### Track usage over the die, run 1

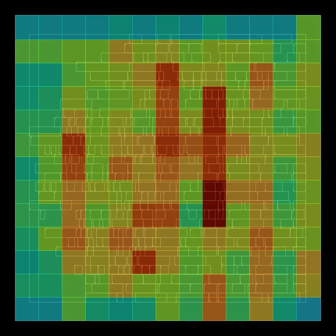
### Placement density heat map, run 1

Scale: 3 px per µm. 9 x 9 tiles, from white (low) to dark blue (high), 0 to 100% covered.
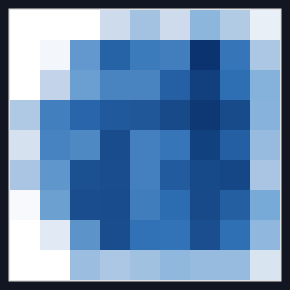
### Wiring by layer, run 1

Scale: 6 px per µm. Two of the layers only.
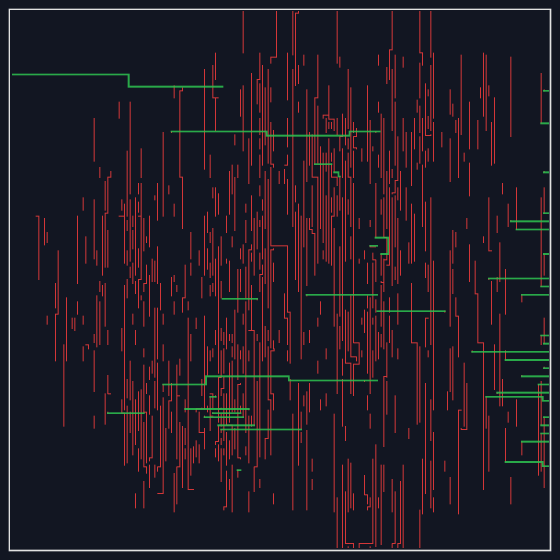
File: src/rtl/vga_frame_reader.sv
// vga_frame_reader: 640x480@60 VGA raster from the scaled frame RAM, image centred on a black border.
// Define FB_TESTPAT_EN for a test_en input that overlays a coordinate test pattern; IMG_SHIFT shrinks the image modes for reduced rasters.
module vga_frame_reader #(
  parameter int H_ACTIVE  = 640,
  parameter int H_FP      = 16,
  parameter int H_SYNC    = 96,
  parameter int H_BP      = 48,
  parameter int V_ACTIVE  = 480,
  parameter int V_FP      = 10,
  parameter int V_SYNC    = 2,
  parameter int V_BP      = 33,
  parameter int ADDR_W    = 19,
  parameter int IMG_SHIFT = 0
) (
  input  logic              clk,
  input  logic              reset,
  input  logic [1:0]        seletor,
`ifdef FB_TESTPAT_EN
  input  logic              test_en,
`endif
  output logic [ADDR_W-1:0] ram_rdaddr,
  input  logic [7:0]        ram_q,
  output logic [7:0]        pixel,
  output logic              hsync,
  output logic              vsync,
  output logic              blank_n,
  output logic              frame_start
);
  localparam int H_T = H_ACTIVE + H_FP + H_SYNC + H_BP;
  localparam int V_T = V_ACTIVE + V_FP + V_SYNC + V_BP;
  localparam int HW = $clog2(H_T);
  localparam int VW = $clog2(V_T);
  localparam logic [HW-1:0] H_LAST = HW'(H_T - 1);
  localparam logic [HW-1:0] H_VIS  = HW'(H_ACTIVE);
  localparam logic [HW-1:0] HS_BEG = HW'(H_ACTIVE + H_FP);
  localparam logic [HW-1:0] HS_END = HW'(H_ACTIVE + H_FP + H_SYNC - 1);
  localparam logic [VW-1:0] V_LAST = VW'(V_T - 1);
  localparam logic [VW-1:0] V_VIS  = VW'(V_ACTIVE);
  localparam logic [VW-1:0] VS_BEG = VW'(V_ACTIVE + V_FP);
  localparam logic [VW-1:0] VS_END = VW'(V_ACTIVE + V_FP + V_SYNC - 1);
  localparam int W_REP = 320 >> IMG_SHIFT;
  localparam int H_REP = 240 >> IMG_SHIFT;
  localparam int W_DEC = 80 >> IMG_SHIFT;
  localparam int H_DEC = 60 >> IMG_SHIFT;
  localparam int W_ORG = 160 >> IMG_SHIFT;
  localparam int H_ORG = 120 >> IMG_SHIFT;
  localparam logic [HW-1:0] X0_REP = HW'((H_ACTIVE - W_REP) / 2);
  localparam logic [HW-1:0] X1_REP = HW'((H_ACTIVE - W_REP) / 2 + W_REP);
  localparam logic [HW-1:0] X0_DEC = HW'((H_ACTIVE - W_DEC) / 2);
  localparam logic [HW-1:0] X1_DEC = HW'((H_ACTIVE - W_DEC) / 2 + W_DEC);
  localparam logic [HW-1:0] X0_ORG = HW'((H_ACTIVE - W_ORG) / 2);
  localparam logic [HW-1:0] X1_ORG = HW'((H_ACTIVE - W_ORG) / 2 + W_ORG);
  localparam logic [VW-1:0] Y0_REP = VW'((V_ACTIVE - H_REP) / 2);
  localparam logic [VW-1:0] Y1_REP = VW'((V_ACTIVE - H_REP) / 2 + H_REP);
  localparam logic [VW-1:0] Y0_DEC = VW'((V_ACTIVE - H_DEC) / 2);
  localparam logic [VW-1:0] Y1_DEC = VW'((V_ACTIVE - H_DEC) / 2 + H_DEC);
  localparam logic [VW-1:0] Y0_ORG = VW'((V_ACTIVE - H_ORG) / 2);
  localparam logic [VW-1:0] Y1_ORG = VW'((V_ACTIVE - H_ORG) / 2 + H_ORG);

  logic [HW-1:0]     h_cnt, x0, x1;
  logic [VW-1:0]     v_cnt, y0, y1;
  logic [1:0]        mode;
  logic [ADDR_W-1:0] addr;
  logic              at_origin, in_img, in_img1, hs1, vs1, blank1, fs1;
  logic [7:0]        pat1;
  logic              ten1;

  always_comb begin
    at_origin = h_cnt == '0 && v_cnt == '0;
    x0 = mode == 2'b00 ? X0_REP : mode == 2'b01 ? X0_DEC : X0_ORG;
    x1 = mode == 2'b00 ? X1_REP : mode == 2'b01 ? X1_DEC : X1_ORG;
    y0 = mode == 2'b00 ? Y0_REP : mode == 2'b01 ? Y0_DEC : Y0_ORG;
    y1 = mode == 2'b00 ? Y1_REP : mode == 2'b01 ? Y1_DEC : Y1_ORG;
    in_img = h_cnt >= x0 && h_cnt < x1 && v_cnt >= y0 && v_cnt < y1;
  end

  // Raster position, per-frame mode latch and the linear read address
  always_ff @(posedge clk or negedge reset)
    if (!reset) begin
      h_cnt <= '0;
      v_cnt <= '0;
      mode  <= 2'b00;
      addr  <= '0;
    end else begin
      h_cnt <= h_cnt == H_LAST ? '0 : h_cnt + HW'(1);
      if (h_cnt == H_LAST) v_cnt <= v_cnt == V_LAST ? '0 : v_cnt + VW'(1);
      if (at_origin) mode <= seletor;
      addr <= at_origin ? '0 : addr + ADDR_W'(in_img);
    end

  // Stage 1 issues the RAM read alongside the raster flags; stage 2 meets the RAM data
  always_ff @(posedge clk or negedge reset)
    if (!reset) begin
      ram_rdaddr  <= '0;
      in_img1     <= 1'b0;
      hs1         <= 1'b1;
      vs1         <= 1'b1;
      blank1      <= 1'b0;
      fs1         <= 1'b0;
      pat1        <= '0;
      ten1        <= 1'b0;
      pixel       <= '0;
      hsync       <= 1'b1;
      vsync       <= 1'b1;
      blank_n     <= 1'b0;
      frame_start <= 1'b0;
    end else begin
      if (in_img) ram_rdaddr <= addr;
      in_img1     <= in_img;
      hs1         <= !(h_cnt >= HS_BEG && h_cnt <= HS_END);
      vs1         <= !(v_cnt >= VS_BEG && v_cnt <= VS_END);
      blank1      <= h_cnt < H_VIS && v_cnt < V_VIS;
      fs1         <= at_origin;
      pat1        <= {h_cnt[5:3], v_cnt[5:3], 2'b11};
`ifdef FB_TESTPAT_EN
      ten1        <= test_en;
`else
      ten1        <= 1'b0;
`endif
      pixel       <= !in_img1 ? 8'h00 : ten1 ? pat1 : ram_q;
      hsync       <= hs1;
      vsync       <= vs1;
      blank_n     <= blank1;
      frame_start <= fs1;
    end
endmodule

File: config.mk
export PLATFORM = sky130hd
export DESIGN_NAME = vga_frame_reader
export DESIGN_NICKNAME = d
export VERILOG_FILES = /design/src/rtl/vga_frame_reader.sv
export SDC_FILE = /design/constraint.sdc
export NUM_CORES = 1
export LEC_CHECK = 0
export CORE_MARGIN = 4
export CORE_UTILIZATION = 55
export DETAILED_ROUTE_END_ITERATION = 7
export GPL_TIMING_DRIVEN = 0
export PLACE_DENSITY = 0.81
export SLEW_MARGIN = 20
export SYNTH_ARGS = -nofsm -noshare
export SYNTH_HDL_FRONTEND = slang
export SYNTH_SLANG_ARGS = --single-unit
File: constraint.sdc
create_clock -name clk -period 4.07 [get_ports clk]
set_input_delay 0.407 -clock clk [delete_from_list [all_inputs] [get_ports clk]]
set_output_delay 0.407 -clock clk [all_outputs]
set_load 0.01 [all_outputs]
==> notes.org, run 1 <==
#+TITLE: Physical design notes

** Power
- In this run the static leakage power is roughly 0.0021 µW.
- The clock network burns 42.6% of the power.
- The switching portion of total power comes to 22.1%.
- In this run the power spent charging and discharging nets is 313 µW.
- Worst IR drop on VDD :: 0.000165 V
- The biggest slice of the total power is consumed by sequential cells.
- The internal portion of the total power is ~1100 µW.

** Clock tree
- Clock-pin slew was measured on the worst setup and hold paths at about 0.080 ns.
- The clock H-tree reported by CTS has 3 levels.

** Global route
- The number of antenna violations at the first check in global routing came to 0.
- Met2 layer usage reported by global route :: 32.3%

** Final timing
- Clock Skews :: 0.0103 ns
- RSZ-0062 raised after global routing :: false
- On the final layout, the worst hold slack is roughly 0.35 ns.
- Minimum setup slack in the final design :: 0.253 ns
- Worst rel slew slack :: 62.2%
- Setup violators final :: 0

** Layout
- Area of the multi-input gates :: 1690 µm²

** Hold path
- STA reports the tightest min-delay check as being of type reg2reg.

** Outcome
- The run finished with clean final reports.

** Run
- Warnings raised by the tools during the run amount to 29.

** Floorplanning
- In this run the full chip footprint comes out at 8090 µm².

** Worst setup path
- The setup path with the least slack is of type reg2reg.
- Cell with the most instances on the worst path :: inv_1

** Logic synthesis
- The synthesized netlist devotes 5.93% of its cell area to XOR and XNOR gates.
- Count of cell types in the netlist :: ~44
- Gate count after technology mapping :: 331

** Routing
- Once iteration 0 of detailed routing completed, the report listed about 120 DRC markers.
Back to the opening pictures, 'Track usage over the die':
utilization after layout: 70.2%
routed wire length per instance: 15.5 µm
Most Crowded Layer GR: met2
GRT Util Overall: 18.9%

Back to the opening pictures, 'Placement density heat map':
The mean over all tiles is 55%. The densest ninth of the die: middle. The fullest tile reaches 99%. 9.9% of the tiles are nearly empty.

Back to the opening pictures, 'Wiring by layer':
Green is met3, wire length 292 µm. Red is met2, wire length 3630 µm.

-- run 1: layout make-up --
type	instances	share of cell area, %
flip-flops and latches	77	42.9
inverters	13	1.08
plain buffers	10	1.36
clock buffers	11	3.36
well taps	77	2.14
clock inverters	5	1.30
repair buffers	46	10.4
multi-input cells	231	37.4
-- run 1: cells by family (layout without fill, tap and decap cells) --
kind of cell    Yosys count  after routing
fa+ha+maj                22             22
mux                      20             20
compound gates           38             38
buf+inv                  23             85
flops                    77             77
simple gates            126            126
xor+xnor                 25             25
-- run 1: through the flow --
stage,setup TNS [ns],instance area (µm²)
CTS,0,4460
global route,0,4510
finish,0,4510
floorplan,0,3690
global placement,0,4210
detailed placement,-0.00730,4240
-- run 1: metal layers --
metal  up-vias  wire (µm)
met2        53       3630
met3         9        292
met1      1314       3270
li1       1257          -
met5         -          0
met4         0         92
-- run 1: cells in the final DEF (no fill, tap or decap), types with 2 or more instances in the layout --
cell and n:
mux2_4 19, o22ai_1 2, clkbuf_8 11, nor4_1 2
a2111oi_0 3, a21oi_1 11, xor2_1 13, inv_1 12
or4_1 2, o21ai_0 12, buf_4 3, dfrtp_1 72
nand4_1 9, clkbuf_1 6, ha_1 18, clkdlybuf4s50_1 41
buf_6 3, nor2_1 36, and2_1 9, nand3_1 9
dfstp_2 4, or3_1 3, nand2b_1 2, nand2_1 24
o211ai_1 3, nor2b_1 4, and3_1 8, clkinvlp_4 2
xnor2_1 12, nor3_1 8
-- run 1: worst paths after layout --
path | from | to | slack (ns) | cells past startpoint
max | mode[1] | addr[18] | 0.25 | 18
min in group asynchronous | reset | pixel[2] | 0.50 | 2
max reg2reg | mode[1] | addr[18] | 0.25 | 18
min | blank1 | blank_n | 0.35 | 0
min reg2reg | blank1 | blank_n | 0.35 | 0
max in group asynchronous | reset | hsync | 2.95 | 3
-- run 1: state kept, by name, indices dropped and copies added (netlist names) --
name / count
fs1: 1
blank1: 1
vs1: 1
addr: 19
in_img1: 1
frame_start: 1
hs1: 1
blank_n: 1
v_cnt: 10
pixel: 8
h_cnt: 10
ram_rdaddr: 19
hsync: 1
mode: 2
vsync: 1
-- run 1: synth_stat cells, types with 2 or more instances --
cell type | instances | area share (%)
a2111oi_0 | 3 | 0.71
a21oi_1 | 11 | 1.5
and2_1 | 9 | 1.5
and3_1 | 8 | 1.4
buf_6 | 3 | 0.91
clkbuf_1 | 6 | 0.61
dfrtp_1 | 73 | 49
dfstp_2 | 4 | 2.8
ha_1 | 20 | 6.8
inv_1 | 13 | 1.3
mux2_4 | 19 | 7.7
nand2_1 | 24 | 2.4
nand2b_1 | 3 | 0.51
nand3_1 | 10 | 1.4
nand4_1 | 9 | 1.5
nor2_1 | 37 | 3.8
nor2b_1 | 4 | 0.68
nor3_1 | 8 | 1.1
nor4_1 | 2 | 0.34
o211ai_1 | 3 | 0.61
o21ai_0 | 12 | 1.6
o22ai_1 | 2 | 0.34
or3_1 | 3 | 0.51
or4_1 | 2 | 0.41
xnor2_1 | 12 | 2.8
xor2_1 | 13 | 3.1
-- run 1: what timing repair did --
action,4_1_cts,5_1_grt
setup endpoints to repair,3,4
endpoints found under the hold margin,24,0
pin swaps,0,1
gates resized,1,7
hold buffers,1,0
buffers inserted,0,2
### Clock distribution, run 1

Scale: 6 px per µm.
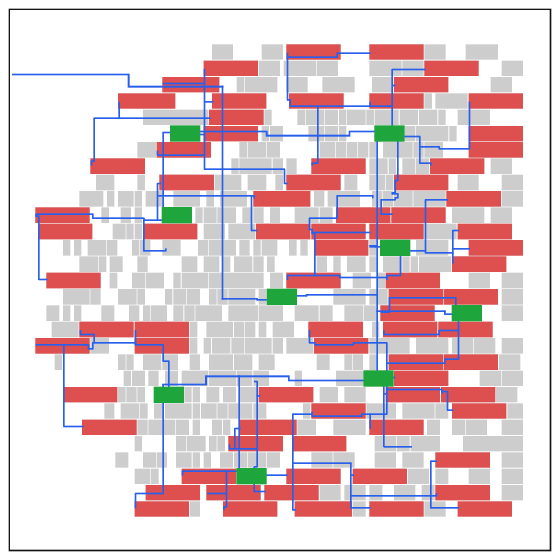

==> run 2: changes to the inputs <==
ABC_AREA = 1   (was default)
PLACE_DENSITY = 0.8   (was 0.81)
clock period = 4 ns   (was 4.07 ns; I/O delays follow)
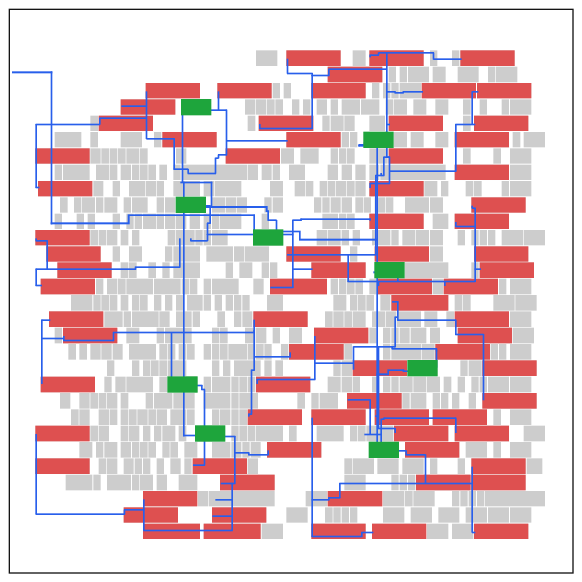
*Clock distribution, run 2*
Scale: 6 px per µm.
Blue is clock wires, length 1030 µm. Green is cells driving clock nets, count 9. Red is flip-flops, count 77.
There are 10 routed clock nets. Position of the flops: widely spread.

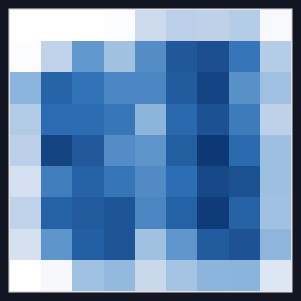
*Placement density heat map, run 2*
Scale: 3 px per µm. 9 x 9 tiles, from white (low) to dark blue (high), 0 to 100% covered.
35% of the tiles are over 75% full. 7.4% of the tiles are nearly empty. The emptiest ninth of the die: top left.

==> run 2 against run 1 <==
  * Synthesized area increased by 9.3%
  * Wire length rose by 21%
  * Setup slack better by 0.29 ns
  * Power is 11% higher
  * Sequential cell count unchanged
  * Core utilization about the same
  * Final area grew 8.1%
  * Cell count increased by 39%
  * Die size up 8.5%
  * Worst hold slack better by 0.0032 ns
  * Global-route usage increased by 2.9 points
  * First-iteration DRC count rose by 48%
  * Largest cell class unchanged
==> notes.org, run 2 <==
#+TITLE: Physical design notes

** Logic synthesis
- Top area cells in the synthesized netlist :: dfrtp_1, nand2_1, ha_1, inv_1, nand4_1
- By count the netlist is led by nand2_1, dfrtp_1, inv_1.
- The synthesized instance count is 496 (+50%).
- Syn. warnings :: 0
- Yosys top cell area share :: 45.2% (-4.2 points)
- Most common cell in the netlist :: nand2_1
- Count of cell types in the netlist :: 33 (-25%)
- Summed over all instances, the cell type with the most area after synthesis is dfrtp_1.

** Floorplanning
- The core region is ~6900 µm².
- Area of the die :: 8780 µm² (+8.5%)
- Effective utilization at floorplan :: 58.2%

** Worst setup path
- Start point of the critical path :: mode[1]
- Cell with the most instances on the worst path :: nand2_1
- The path depth of the worst reg2reg path is 23 (+5).
- R2r setup slk :: 0.54 ns (+0.29 ns)
- WS Path Type :: reg2reg

** Layout
- In the layout the commonest cells are nand2_1, dfrtp_1, inv_1.
- The library cell used most frequently in the layout, excluding fill and tap cells, is nand2_1.
- Area of the multi-input gates :: 1750 µm² (+3.7%)
- The largest registers in the layout are addr (19), ram_rdaddr (19).

** Outcome
- The flow ran to the end, and the final reports show no timing, DRC or antenna violations.

** Hold path
- The worst hold path belongs to the class reg2reg.

** Global route
- GRT Util Overall :: 21.9% (+2.9 points)
- Initial antenna violation count :: 0 (unchanged)

** Placement
- Once detailed placement completed, the half-perimeter wirelength came to about 6400 µm.

** Final timing
- RSZ-0062 raised after global routing :: false
- The number of setup violations in the final report came to 0 (unchanged).
- The slack of the critical path came to 0.538 ns (+0.285 ns).
- Worst rel slew slack :: 75.2% (+13 points)
- The maximum clock skew at final layout came to 0.00997 ns (-0.000299 ns).

** Routing
- Signal routing reaches up to met4.
- Violation count after the first detailed-routing iteration :: 172 (+48%)
- WL met2 :: 4350 µm (+20%)
- The detailed-route wire length on metal 1 came to 3840 µm (+17%).
- The amount of wire on met3 after detailed routing is 417 µm (+43%).
- The wire length per cell is 13.5 µm (-13%).

** Run
- The count of warning messages emitted by the tools came to 29 (unchanged).

** Clock tree
- The clock input transition at the sequential cells of the worst setup and hold paths came to 0.08 ns (about the same).
- The level count of the clock H-tree was 3 (unchanged).
- Clock latency at the later pin of the worst-skew pair :: around 0.35 ns

** Power
- Leakage power :: 0.00253 µW (+18%)
- Worst IR drop on VDD :: 0.000156 V (-5.6%)
run 2: power by group:
| part | internal, µW | switching (µW) |
|---|---|---|
| combinational | 21.4 | 31.2 |
| sequential | 779 | 1.75 |
| clock | 434 | 300 |
run 2: final cells by class:
| class | count | area share [%] |
|---|---|---|
| clock buffers | 11 | 2.90 |
| multi-input cells | 336 | 35.9 |
| plain buffers | 13 | 2.13 |
| inverters | 70 | 5.39 |
| clock inverters | 5 | 2.21 |
| flip-flops and latches | 77 | 39.6 |
| repair buffers | 44 | 9.35 |
| well taps | 96 | 2.46 |
run 2: how the worst min path moves through the flow:
stage	slack (ns)	cells after the start	from	to
2_1_floorplan	0.10	0	reset	addr[0]
3_3_place_gp	0.33	0	fs1	frame_start
3_5_place_dp	0.33	1	reset	pixel[7]
4_1_cts	0.36	0	fs1	frame_start
5_1_grt	0.36	0	vs1	vsync
6_report	0.35	0	fs1	frame_start
run 2: per-layer routing:
layer / global-route usage [%] / up-vias
met3: 2.64 / 16
met4: 8.66 / 0
met1: 29.0 / 1628
met2: 36.5 / 97
li1: - / 1708
met5: 0 / -
run 2: stage by stage:
| step | hold slack (ns) | setup TNS, ns | utilization [%] | cell area [µm²] |
|---|---|---|---|---|
| floorplan | 0.104 | 0 | - | 4040 |
| global placement | 0.334 | -0.0931 | 65.9 | 4580 |
| detailed placement | 0.333 | 0 | 66.3 | 4600 |
| CTS | 0.356 | 0 | 70.0 | 4860 |
| global route | 0.364 | 0 | 70.2 | 4870 |
| finish | 0.354 | 0 | 70.2 | 4870 |
run 2: kinds of logic after synthesis:
group | share of synthesized area (%)
XOR/XNOR | 2.17
flip-flops | 47.8
AND/OR/NAND/NOR | 29.4
adder cells (fa/ha/maj) | 6.20
buffers and inverters | 9.08
AND-OR/OR-AND | 5.30
run 2: repair_timing:
action | in CTS | in global routing
endpoints found under the hold margin | 22 | 0
setup buffers | 0 | 0
endpoints found under the setup margin | 0 | 2
hold buffers | 1 | 0
gates resized | 0 | 3
run 2: worst max-delay path: cells and delay by family (launching register included):
| family | cells | cell delay [ns] |
|---|---|---|
| and+or+nand+nor | 15 | 1.43 |
| adders and majority gates | 3 | 0.80 |
| DFF | 1 | 0.50 |
| buffers and inverters | 4 | 0.49 |
| xor gates and xnor gates | 1 | 0.16 |
Power is estimated from default activity; no workload was simulated.
